===== src/rtl/clb_cfg_pkg.sv =====
// Shared constants and FSM state encoding for the CLB configuration loader.
package clb_cfg_pkg;

  localparam logic [7:0] SYNC_BYTE      = 8'hA5;
  localparam int         PROG_W_DEFAULT = 17;
  localparam int         WORD_BYTES     = 3;
  localparam int         ASM_W          = 8 * WORD_BYTES;

  typedef enum logic [2:0] {
    ST_IDLE,
    ST_LOAD,
    ST_CHECK,
    ST_COMMIT,
    ST_ERR
  } state_t;

endpackage


===== src/rtl/clb_cfg_assembler.sv =====
// Byte-to-word assembler: shift history, byte counter, pad check and running XOR.
module clb_cfg_assembler
  import clb_cfg_pkg::*;
#(
  parameter int PROG_W = PROG_W_DEFAULT
) (
  input  logic              clk,
  input  logic              rst,
  input  logic              clr,
  input  logic              take,
  input  logic [7:0]        data,
  output logic              word_last,
  output logic              pad_err,
  output logic [PROG_W-1:0] prog_word,
  output logic [7:0]        acc
);

  // Only the two older bytes need storage; the third is the byte on the bus.
  logic [ASM_W-9:0] hist_q;
  logic [1:0]       byte_cnt;

  assign word_last = (byte_cnt == 2'(WORD_BYTES - 1));
  assign pad_err   = (byte_cnt == 2'd0) && (data[7:1] != 7'd0);
  assign prog_word = PROG_W'({hist_q, data});

  always_ff @(posedge clk or posedge rst) begin
    if (rst) begin
      hist_q   <= '0;
      byte_cnt <= '0;
      acc      <= '0;
    end else if (clr) begin
      hist_q   <= '0;
      byte_cnt <= '0;
      acc      <= '0;
    end else if (take) begin
      hist_q   <= {hist_q[ASM_W-17:0], data};
      acc      <= acc ^ data;
      byte_cnt <= word_last ? 2'd0 : byte_cnt + 2'd1;
    end
  end

endmodule


===== src/rtl/clb_config_loader.sv =====
// Framed byte-stream loader: collects NUM_CLB prog words into shadow slots and
// commits them to prog_bus only after a matching XOR checksum.
//
// state  | meaning
// IDLE   | waiting for sync byte, other bytes dropped
// LOAD   | receiving 3-byte payload words into shadow slots
// CHECK  | waiting for checksum byte
// COMMIT | one cycle, shadow slots copied to prog_bus on exit
// ERR    | frame rejected, waiting for sync byte
module clb_config_loader
  import clb_cfg_pkg::*;
#(
  parameter int NUM_CLB = 4,
  parameter int PROG_W  = PROG_W_DEFAULT
) (
  input  logic                      clk,
  input  logic                      rst,
  input  logic [7:0]                cfg_data,
  input  logic                      cfg_valid,
  output logic                      cfg_ready,
  output logic [NUM_CLB*PROG_W-1:0] prog_bus,
  output logic                      cfg_done,
  output logic                      cfg_err,
  output logic                      busy
);

  localparam int WCW = (NUM_CLB > 1) ? $clog2(NUM_CLB) : 1;

  state_t            state, state_nxt;
  logic              rdy_q;
  logic [WCW-1:0]    word_cnt;
  logic [PROG_W-1:0] shadow [NUM_CLB];

  logic              accept;
  logic              asm_clr, asm_take, slot_we;
  logic              word_last, pad_err;
  logic [PROG_W-1:0] prog_word;
  logic [7:0]        acc;

  clb_cfg_assembler #(.PROG_W(PROG_W)) u_asm (
    .clk       (clk),
    .rst       (rst),
    .clr       (asm_clr),
    .take      (asm_take),
    .data      (cfg_data),
    .word_last (word_last),
    .pad_err   (pad_err),
    .prog_word (prog_word),
    .acc       (acc)
  );

  // rdy_q holds ready low through reset and until the first clock after it.
  assign cfg_ready = rdy_q && (state != ST_COMMIT);
  assign accept    = cfg_valid && cfg_ready;
  assign cfg_err   = (state == ST_ERR);
  assign busy      = (state == ST_LOAD) || (state == ST_CHECK);

  always_comb begin
    state_nxt = state;
    asm_clr   = 1'b0;
    asm_take  = 1'b0;
    slot_we   = 1'b0;
    case (state)
      ST_IDLE, ST_ERR: begin
        if (accept && cfg_data == SYNC_BYTE) begin
          state_nxt = ST_LOAD;
          asm_clr   = 1'b1;
        end
      end
      ST_LOAD: begin
        if (accept) begin
          if (pad_err) begin
            state_nxt = ST_ERR;
          end else begin
            asm_take = 1'b1;
            if (word_last) begin
              slot_we = 1'b1;
              if (word_cnt == WCW'(NUM_CLB - 1)) state_nxt = ST_CHECK;
            end
          end
        end
      end
      ST_CHECK: begin
        if (accept) state_nxt = (cfg_data == acc) ? ST_COMMIT : ST_ERR;
      end
      ST_COMMIT: state_nxt = ST_IDLE;
      default:   state_nxt = ST_IDLE;
    endcase
  end

  always_ff @(posedge clk or posedge rst) begin
    if (rst) begin
      state    <= ST_IDLE;
      rdy_q    <= 1'b0;
      word_cnt <= '0;
      cfg_done <= 1'b0;
      prog_bus <= '0;
      for (int i = 0; i < NUM_CLB; i++) shadow[i] <= '0;
    end else begin
      state    <= state_nxt;
      rdy_q    <= 1'b1;
      cfg_done <= (state == ST_COMMIT);
      if (asm_clr)      word_cnt <= '0;
      else if (slot_we) word_cnt <= word_cnt + 1'b1;
      if (slot_we) shadow[word_cnt] <= prog_word;
      if (state == ST_COMMIT) begin
        for (int i = 0; i < NUM_CLB; i++) prog_bus[i*PROG_W +: PROG_W] <= shadow[i];
      end
    end
  end

endmodule


===== config.mk =====
export PLATFORM = sky130hd
export DESIGN_NAME = clb_config_loader
export DESIGN_NICKNAME = d
export VERILOG_FILES = /design/src/rtl/clb_cfg_pkg.sv /design/src/rtl/clb_cfg_assembler.sv /design/src/rtl/clb_config_loader.sv
export SDC_FILE = /design/constraint.sdc
export NUM_CORES = 1
export LEC_CHECK = 0
export CAP_MARGIN = 20
export CORE_AREA = 2 2 113 115
export CTS_CLUSTER_DIAMETER = 200
export DETAILED_ROUTE_END_ITERATION = 10
export DIE_AREA = 0 0 115 117
export GPL_TIMING_DRIVEN = 0
export PLACE_DENSITY = 0.78
export RECOVER_POWER = 50
export SETUP_SLACK_MARGIN = 0.2
export SLEW_MARGIN = 10
export SYNTH_ARGS = -nofsm -noshare
export SYNTH_HDL_FRONTEND = slang
export SYNTH_SLANG_ARGS = --single-unit

===== constraint.sdc =====
create_clock -name clk -period 15.1 [get_ports clk]
set_input_delay 2.265 -clock clk [delete_from_list [all_inputs] [get_ports clk]]
set_output_delay 2.265 -clock clk [all_outputs]
set_load 0.1 [all_outputs]

==> flow_summary_export.csv, run 1 <==
group,metric,value,unit
outcome,outcome,"complete, but fails checks",
outcome,violations,"max-capacitance violations, max-slew violations",
worst_hold_path,holdPathEnd,"prog_bus[15]$_DFFE_PP0P_",
drt,viasPerCell,5.403,
final_layout,final_cells,824,
sta,maxSlewViolCount,165,
placement,dp_hpwl,9.491,mm
final_layout,fillers,876,
yosys,ff_type,"dfrtp_1",
sta,rsz0062_at_grt,"false",
clock_network,cts_tree,"done",
pwr,p_int,1.049,mW
floorplanning,ios,83,
pwr,ir_drop,77.02,µV
final_layout,drive_above_1_share,16.91,%
final_layout,flop_area,4054,µm²
drt,antenna_left,0,
worst_setup_path,worstReg2RegStart,"state[1]$_DFFE_PP0P_",
yosys,ys_cells,567,
pwr,seq_cell_power,0.639,mW
placement,place_congestion,0.7931,
sta,slew_headroom,-192.7,%
worst_setup_path,worstPathRequired,14.60,ns
pwr,p_per_area,212.1,nW/µm²
drt,wl_met1,6.293,mm
final_layout,design.seq.count,162,
sta,period_used_share,55.54,%
placement,port_buffers,74,
placement,post-place-cells,792,
yosys,ys_seq_share,61.28,%
clock_network,numClockSinks,162,
sta,hold_violations,0,
run,max_cap_violations,2,
grt,grt_busiest_layer,"met2",
floorplanning,fp_util,53.73,%
final_layout,most-common-layout-cells,"208 x nand2_1, 162 x dfrtp_1, 73 x clkdlybuf4s50_1",
final_layout,utilization,66.87,%
clock_network,clock_latency,0.43,ns
yosys,netlist_top_cells_count,"208 x nand2_1, 162 x dfrtp_1, 40 x mux2_4",
floorplanning,chipArea,13460,µm²
final_layout,n_antenna_cell,0,
yosys,synth-edff-count,0,
yosys,avgSynthCellArea,11.67,µm²
yosys,top_cell,"nand2_1",
grt,grt_use_total,24.13,%
yosys,top_area_cell,"dfrtp_1",
worst_setup_path,reg2reg_depth,7,
floorplanning,fp.dieH,117,µm
worst_setup_path,rr_endpoint,"shadow[0]$_DFFE_PP0P_",
pwr,p_leak,4.323,nW
==> run 1: kinds of logic (layout without fill, tap and decap cells) <==
kind of cell               after synthesis  in the layout  share of synthesized area, %
AOI/OAI and AO/OA                       40             40                         4.256
xor gates and xnor gates                 9              9                         1.192
adders and majority gates                4              4                        0.7566
buffers and inverters                   35            142                         2.591
DFF                                    162            162                         61.28
muxes                                   69             69                         14.00
other                                    1              1                       0.05669
and+or+nand+nor                        247            247                         15.87
==> run 1: stage by stage <==
step / instance area [µm²] / setup slack [ns] / hold WS, ns
after CTS: 8263 / 9.791 / 0.4713
after global routing: 8233 / 5.317 / 0.4826
after global placement: 7543 / 6.653 / 0.4419
final: 8233 / 6.713 / 0.4678
after floorplan: 6615 / 8.458 / 0.4331
after detailed placement: 7579 / 10.28 / 0.4503
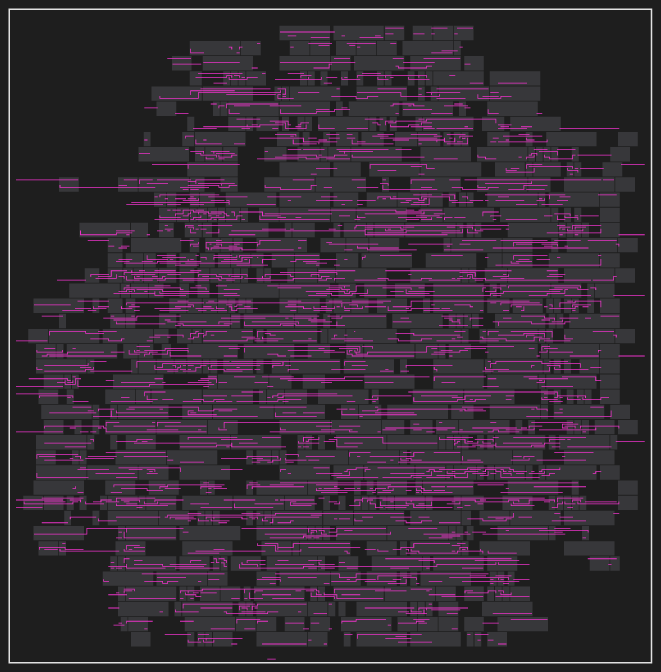
**Above:** run 1 (metal 1).
Cells faint in the background.
The layer carries 6290 µm of wire. The wires run mostly horizontal.
routing usage on met1: 31.35%
vias after detailed routing: 4452
Routed WL: 14.80 mm

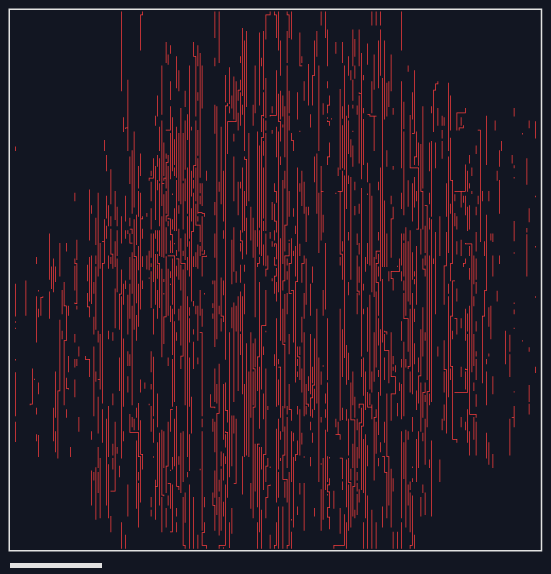
**Above:** run 1 (M2 wires).
Scale bar: 20 µm.
The longest straight run is 54.9 µm. The layer carries 7370 µm of wire. 588 nets have wire on it. The layer holds 50% of the routed length.

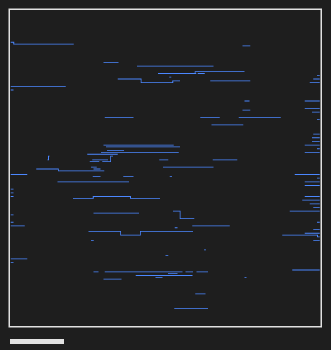
**Above:** run 1 (the metal 3 layer).
Scale bar: 20 µm.
The longest straight run is 28.5 µm. 65 nets have wire on it. The wires run mostly horizontal. The layer carries 753 µm of wire. The layer holds 5.1% of the routed length.
met3 usage: 5.201%

==> inputs of run 2 (changes only) <==
CORE_AREA = 2 2 119 121   (was 2 2 113 115)
DIE_AREA = 0 0 121 123   (was 0 0 115 117)
PLACE_DENSITY = 0.74   (was 0.78)
clock period = 6.7 ns   (was 15.1 ns; I/O delays follow)
==> flow_summary_export.csv, run 2 <==
group,metric,value,unit
sta,hold_slack,0.4599,ns
placement,port_buffers,74,
pwr,ir_drop,253.6,µV
sta,slew_headroom,-53.67,%
yosys,topCombFamilyByArea,"simple AND/OR/NAND/NOR gates",
placement,dp_hpwl,9.626,mm
yosys,synth-edff-count,0,
placement,place_congestion,0.8441,
pwr,seq_cell_power,1.44,mW
final_layout,flop_area,4054,µm²
worst_hold_path,holdPathEnd,"prog_bus[53]$_DFFE_PP0P_",
outcome,outcome,"complete, but fails checks",
clock_network,numClockSinks,162,
final_layout,most-common-layout-cells,"208 x nand2_1, 162 x dfrtp_1, 73 x clkdlybuf4s50_1",
outcome,violations,"max-capacitance violations, max-slew violations",
yosys,top_cell,"nand2_1",
run,max_cap_violations,1,
floorplanning,chipArea,14880,µm²
placement,dpl_cell_area,7616,µm²
sta,maxSlewViolCount,53,
sta,period_used_share,59.57,%
pwr,p_per_area,465.7,nW/µm²
final_layout,fillers,1032,
run 2: stage by stage:
stage / instances / total power [mW] / setup TNS (ns) / utilization (%)
finish: 853 / 3.833 / 0 / 60.46
global placement: 821 / 2.780 / -73.11 / 55.69
floorplan: 567 / 2.474 / 0 / -
detailed placement: 822 / 2.819 / 0 / 55.95
global route: 853 / 3.996 / 0 / 60.46
CTS: 853 / 3.851 / 0 / 60.50
run 2: per-layer routing:
metal	track usage (%)	share of wire (%)	up-vias	routed length [µm]
li1	-	-	2041	-
met1	28.54	43	2256	6315
met2	35.96	50	134	7347
met3	4.935	5.8	22	855
met4	7.849	1.8	0	259
met5	0	0	-	0
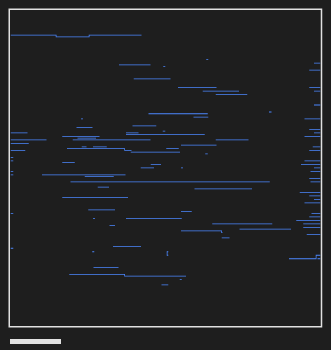
**Above:** run 2 (the metal 3 layer).
Scale bar: 20 µm.
The layer carries 855 µm of wire. The longest straight run is 77.3 µm.
vias after detailed routing: 4453
met3 usage: 4.935%
Routed WL: 14.78 mm

**Run 2: clock routing**

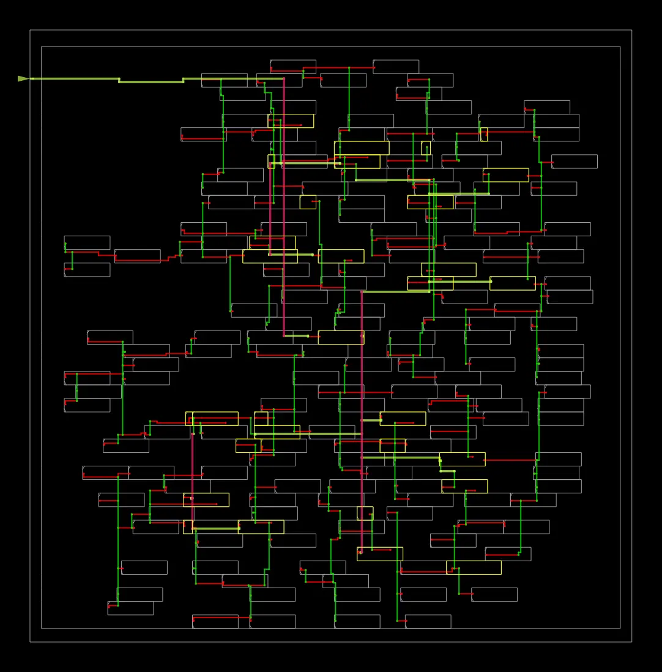

==> inputs of run 3 (changes only) <==
clock period = 3.4 ns   (was 6.7 ns; I/O delays follow)
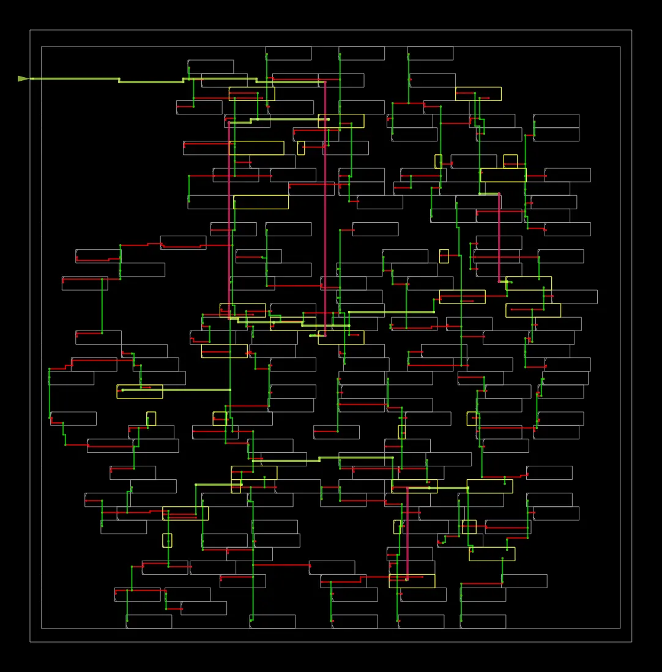
**Above:** run 3 (clock routing).
registers: 162
clock buffer count in the final layout: 21
Clk Latency, worst-skew pair: 0.42 ns

==> flow_summary_export.csv, run 3 <==
group,metric,value,unit
yosys,synthAoiAreaFrac,4.256,%
final_layout,design_area,8214,µm²
final_layout,final_cells,858,
yosys,adder_share,0.7566,%
floorplanning,ios,83,
yosys,top_area_cell,"dfrtp_1",
clock_network,numClockSinks,162,
drt,vias,4509,
sta,rsz0062_at_grt,"false",
pwr,ir_drop,538.7,µV
outcome,outcome,"finished clean",
yosys,top_cell,"nand2_1",
yosys,netlist_top_cells_count,"208 x nand2_1, 162 x dfrtp_1, 40 x mux2_4",
placement,place_congestion,0.8407,
worst_setup_path,reg2reg_depth,7,
pwr,p_per_area,903.5,nW/µm²
sta,final.setup.tns,0,ns
floorplanning,fp.dieH,123,µm
worst_setup_path,rr_endpoint,"shadow[54]$_DFFE_PP0P_",
placement,port_buffers,74,
final_layout,n_antenna_cell,1,
pwr,p_int,4.388,mW
worst_setup_path,worstPathRequired,2.89,ns
pwr,p_leak,4.311,nW
yosys,ys_seq_share,61.28,%
placement,dpl_cell_area,7665,µm²
yosys,xor_share,1.192,%
yosys,synthSimpleGateAreaFrac,15.87,%
yosys,avgSynthCellArea,11.67,µm²
floorplanning,fp_util,48.60,%
yosys,synth-edff-count,0,
placement,post-place-cells,825,
yosys,synthMuxAreaShare,14.00,%
clock_network,cts_tree,"done",
## run 3: cell counts after synthesis
Identical to the previous run, type by type.
## run 3: critical path, cell delays in order, from the launching register on
cell             delay, ns
dfrtp_1               0.45
nand3b_1              0.34
clkbuf_1              0.46
and2_1                0.20
clkdlybuf4s15_2       0.55
## run 3: layer usage
layer	vias to the layer above	global-route usage, %	wire length, µm
met3	26	5.443	689
met4	0	10.10	365
met1	2309	27.25	6293
met5	-	0	0
li1	2045	-	-
met2	129	36.38	7574
## run 3: worst max path at each step
stage                                        end  slack (ns)  cells past startpoint
after global placement    shadow[28]$_DFFE_PP0P_       -0.31                      2
after detailed placement               cfg_ready        0.29                      4
after floorplan               cfg_done$_DFF_PP0_        0.83                      1
after CTS                                   busy        0.28                      3
final                                  cfg_ready        0.45                      4
after global routing                   cfg_ready        0.36                      4

## Gallery

Metal 4.
(a)
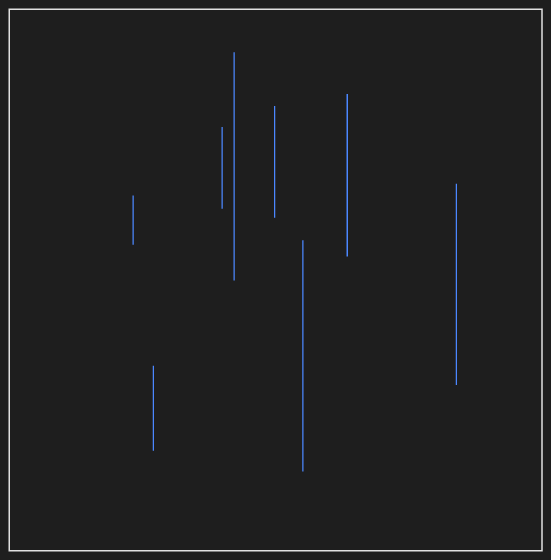
(b)
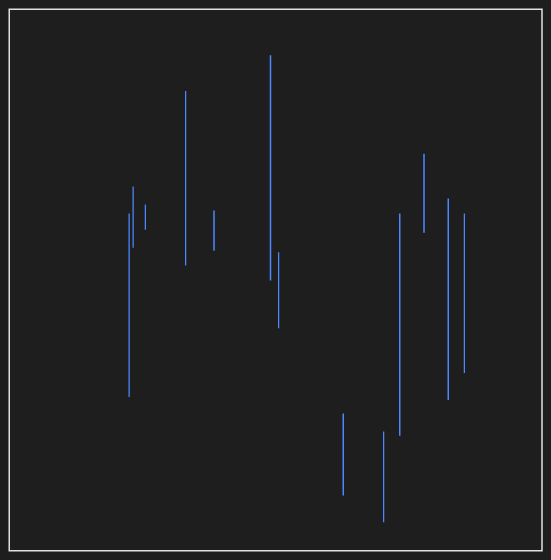
(c)
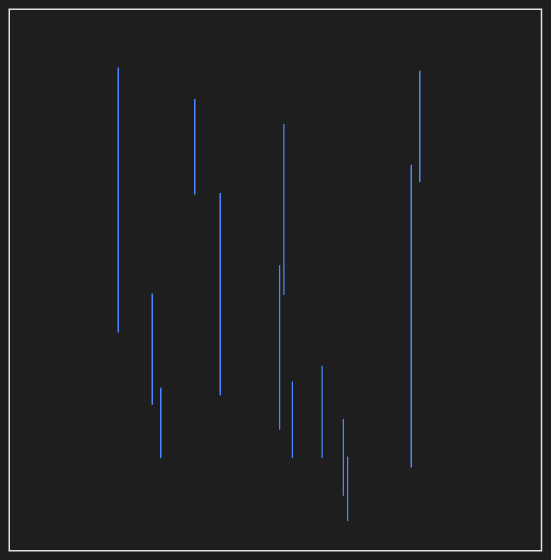
(a): run 2
(b): run 3
(c): run 1

Key to (a):
6 nets have wire on it. The longest straight run is 52.4 µm.

No activity file was given, so power comes from the tool's default toggle rates.
